==> config.mk <==
export PLATFORM = sky130hd
export DESIGN_NAME = fifo_wr_arbiter_flat
export DESIGN_NICKNAME = d
export VERILOG_FILES = /design/src/rtl/fifo_wr_arbiter_if.sv /design/src/rtl/fifo_wr_arbiter.sv /design/src/flat_wrapper.sv
export SDC_FILE = /design/constraint.sdc
export NUM_CORES = 1
export LEC_CHECK = 0
export CAP_MARGIN = 20
export CORE_UTILIZATION = 43
export CTS_CLUSTER_DIAMETER = 80
export DETAILED_ROUTE_END_ITERATION = 12
export PLACE_DENSITY = 0.9
export RECOVER_POWER = 100
export REMOVE_ABC_BUFFERS = 1
export SLEW_MARGIN = 20
export SYNTH_ARGS = -nofsm -noshare
export SYNTH_HDL_FRONTEND = slang
export SYNTH_SLANG_ARGS = --single-unit
==> constraint.sdc <==
create_clock -name clk -period 4.1 [get_ports clk]
set_clock_uncertainty 0.1 [all_clocks]
set_input_delay 0.82 -clock clk [delete_from_list [all_inputs] [get_ports clk]]
set_output_delay 0.82 -clock clk [all_outputs]
set_load 0.05 [all_outputs]
Run 1, placed cells, one color a class:
Scale: 4 px per um. Fill, decap, tap and diode cells in gray.
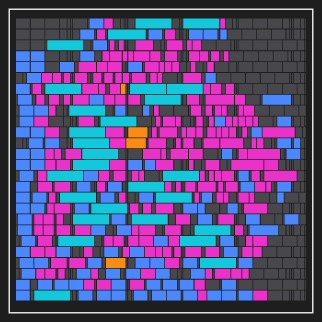
[sequential cells] cyan | cells: 27
[clock drivers and dummy loads] orange | cells: 4
[remaining buffers and delay cells] blue | cells: 112
[combinational and other logic] magenta | cells: 203
final standard cell area without fillers: 0.003442 sq mm
core utilization of the finished layout: 66.97%
sequential share of cell area: 19.67%
area of the core region: 0.005140 sq mm
Site Rows: 26

Run 1, clock distribution:
Scale: 8 px per um.
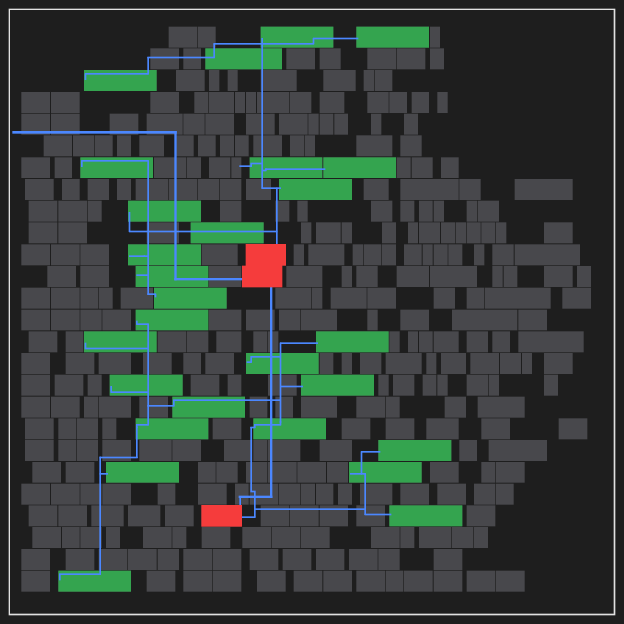
[flip-flops] green | count: 27
[clock drivers] red | count: 3
[clock wires] blue | length: 371 um
routed clock nets: 4
insertion delay at the late pin of the worst-skew pair: 0.28 ns
share of total power in the clock network: 6.1%

Run 1, met2 routing:
Scale: 4 px per um.
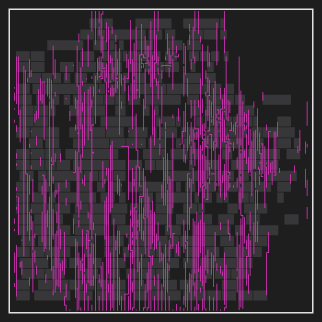
nets with wire on the layer: 365
share of all routed wire: 53%
wire length on this layer: 3350 um
longest straight run: 47.4 um
main direction: vertical
total via count in the routed design: 2285
final WL: 6381 um
met2 routing resource usage after global routing: 44.44%

==> run notes <==
Physical design

The number of antenna violations at the first check in global routing stands at 0. The run reported a max-capacitance violation count of 0. The number of placed instances, taps included, is 412. After its last routability iteration, the placer logged a weighted congestion of 0.9228. At the worst endpoint, the required time is 3.18 ns. Counting cells, the worst reg-to-reg path comes to 10. The remaining global-route overflow stands at 0. The cell leakage power stands at 1.365 nW.

Once iteration 0 of detailed routing completed, the report listed 127 DRC markers. The most critical min-delay path falls under reg2reg. Setup repair after global routing left no endpoint under its margin. The number of global-route vias before repair was 2173.

The total I/O pin count stands at 101. From left edge to right edge, the die measures 75.47 um. The quantity of hold-fixing buffers added after cts stands at 0. The global-route track usage on met3 stands at 4.497%. Clock-pin slew was measured on the worst setup and hold paths at about 0.090 ns. Per STA, the library cell used most along the worst path is nor2_1. The chip area stands at about 0.0057 sq mm.

The buffer and inverter count on the worst path stands at 2. The detail-routed via count per cell stands at about 5.5. The count of non-filler cells in the finished layout stands at 416. Wire segments on met2 add up to 3354 um in the final route. The portion of the post-synthesis area used by sequential elements stands at 29.16%. The largest fanout on the critical path stands at 11.

Global routing used 28.43% of the available met1 tracks. For this design, the slowest cell found on the critical path is mux4_2. The transition time recorded at the tightest slew-check pin is 1.017 ns. The script parses the final routing iteration and logs DRC violations as 0. The total power stands at 2.627 mW. The setup check on the worst reg-to-reg path leaves a slack of 0.69 ns. Post-CTS repair changed the size of 0 cells.

Yosys printed 0 warnings. Ranked by total cell area, the synthesized netlist is headed by dfrtp_1, mux2i_1, mux2_2. The STA report counts the stages on the worst setup path as 10. In the final design database the tool counted around 430 nets. Timing analysis after detailed placement gives a worst setup slack of 0.08320 ns.

The share of power burned in combinational logic stands at 75.2%. As logged by OpenROAD, the buffers inserted on ports number 100. In the post-synthesis netlist, the cell with the most instances is dfrtp_1.

The number of warnings the tools reported stands at 33. Derived from the worst setup path, the maximum achievable clock frequency is approximately 0.26 GHz. Grouping stages by cell kind, the critical path spends the most delay in buffers and inverters. The internal power stands at 1.267 mW.

The number of CTS-inserted buffers stands at 3. The worst pin sits at a relative slew slack of 32.14%. The number of flip-flops under the largest register name stands at 16.

Of all flip-flops after synthesis, the portion carrying an async set or reset was 100.0%. STA classifies the critical path startpoint as an input pin. dfrtp_1 takes more of the synthesized area than any other cell. The half-perimeter wire length after detailed placement stands at 5178 um. The longest individual stage delay on the worst path stands at 0.64 ns. Per the Yosys statistics, synthesis produced ~250 cells. Looking at the setup timing report, the critical path kind is in2out. The number of flops mapped to enable cells by yosys stands at 0. The switching share of power stands at 51.77%. The flow ran to the end, and the final reports show no timing, DRC or antenna violations. The wire length of the first global-routing pass stands at slightly above 10000 um. The final timing report gives a worst setup slack of 0.2293 ns.

For this run, the detailed router's first-pass iteration total came to 4. The length of routed met3 wiring stands at ~420 um. The smallest clock period supported by the final layout is computed as 3.871 ns. Looking at the post-CTS report, the setup buffer insertion count equals 0. In this run the cell area of the synthesized design comes to roughly 0.0023 sq mm. The synthesized area divided by synthesized cell count stands at just over 9 sq um.

The post-detailed-route count of antenna-violating nets stands at 0. The power report attributes to the sequential group a share of 18.8%. In this run the power spent charging and discharging nets is 1.360 mW. The synthesized chip area reported by yosys stands at 0.002321 sq mm. The portion of synthesized cell area occupied by the leading cell type stands at between 20% and 30%. In the final routed layout, each cell accounts on average for 15.34 um. The total of flip-flops plus latches after synthesis stands at 27. Per the final report, max-transition violations number 0.

Hold is met by 0.3210 ns. The number of buffers between clock root and the deepest sink stands at 2. Global routing put the most usage on met2. Dividing the final minimum period by the clock period gives 94.41%.

The CTS sink count stands at 27. The global router's overall resource usage stands at 23.87%. The placed standard-cell area stands at 0.003455 sq mm.

The total inserted antenna cells stands at 0. In the per-layer breakdown of the detailed-route log, met1 shows 2539 um. For reference, the top cells by count after synthesis are dfrtp_1, a21oi_1, mux2i_1.

The worst endpoint data arrival time stands at 2.95 ns. The final total negative setup slack stands at 0 ns. STA classifies the critical path endpoint as a primary output. The depth of the worst hold-timing path stands at 0. TritonCTS built the clock tree. The die outline height stands at between 70 and 80 um. The worst-case vdd ir drop stands at 0.4541 mV. The largest net degree at the start of global routing stands at 34.

Per the post-synthesis report, the number of cells in the design is 248. The share of post-route cells with drive strength above 1 stands at 13.87%. The area growth from synthesis to layout is 48.30%. The number of unique standard cell types used by synthesis stands at 51. Per the CTS log, the maximum H-tree level is 1. The report lists the cells along the critical path as clkdlybuf4s50_1 > mux4_2 > nand2_1 > o21a_1 > nor2_1 > a21oi_1 > nor2_1 > a21oi_1 > nor2_1 > clkbuf_2. In this run the clock root is driven by a clkbuf_8. The cell area power density stands at 763.1 mW/mm^2.

Per the final timing report, the hold violations number 0. The final setup violation count stands at 0. The detailed router used layers up to and including met4. Among all flip-flop cells after synthesis, the most frequent one is dfrtp_1. The core utilization at floorplan stands at 45.16%.
==> run 1: cell families after synthesis <==
group | synth area share, %
AND-OR/OR-AND | 20.11
AND/OR/NAND/NOR | 17.09
multiplexers | 21.19
buffers and inverters | 6.468
flip-flops | 29.16
adder cells (fa/ha/maj) | 4.852
XOR/XNOR | 1.132
==> run 1: final cells by class <==
type / count / area [sq um]
clock buffers: 4 / 45.04
fillers: 438 / 1698
inverters: 10 / 37.54
multi-input cells: 193 / 1501
flip-flops and latches: 27 / 676.9
well taps: 70 / 87.58
repair buffers: 112 / 1094
==> run 1: layout by cell type, fill, tap and decap left out, types with 2 or more instances in the layout <==
cell type / synthesis / layout
o211ai_1: 2 / 2
mux2i_1: 21 / 21
a21boi_0: 2 / 3
mux4_2: 4 / 4
a21oi_1: 25 / 24
nand2_1: 16 / 16
o21ai_1: 4 / 3
buf_4: 2 / 9
nor2_1: 9 / 9
a221oi_1: 2 / 2
a211oi_1: 17 / 17
inv_1: 9 / 9
ha_1: 9 / 9
a31oi_1: 2 / 2
dlygate4sd3_1: 0 / 24
mux2_2: 17 / 17
nor2b_1: 19 / 19
o21a_1: 3 / 3
buf_12: 0 / 2
clkbuf_8: 0 / 3
xnor2_1: 2 / 2
nand2b_1: 4 / 4
nor3_1: 3 / 3
dfrtp_1: 26 / 26
clkdlybuf4s50_1: 0 / 72
nand3_1: 6 / 6
clkbuf_2: 0 / 5
o21ai_0: 3 / 4
==> run 1: power groups by stage <==
stage	registers (mW)	logic, mW	clock network, mW
global route	0.512	2.11	0.167
CTS	0.497	2.08	0.160
detailed placement	0.499	2.07	0
global placement	0.495	2.03	0
finish	0.493	1.97	0.159
floorplan	0.870	1.02	0
Power and IR drop assume default switching activity.
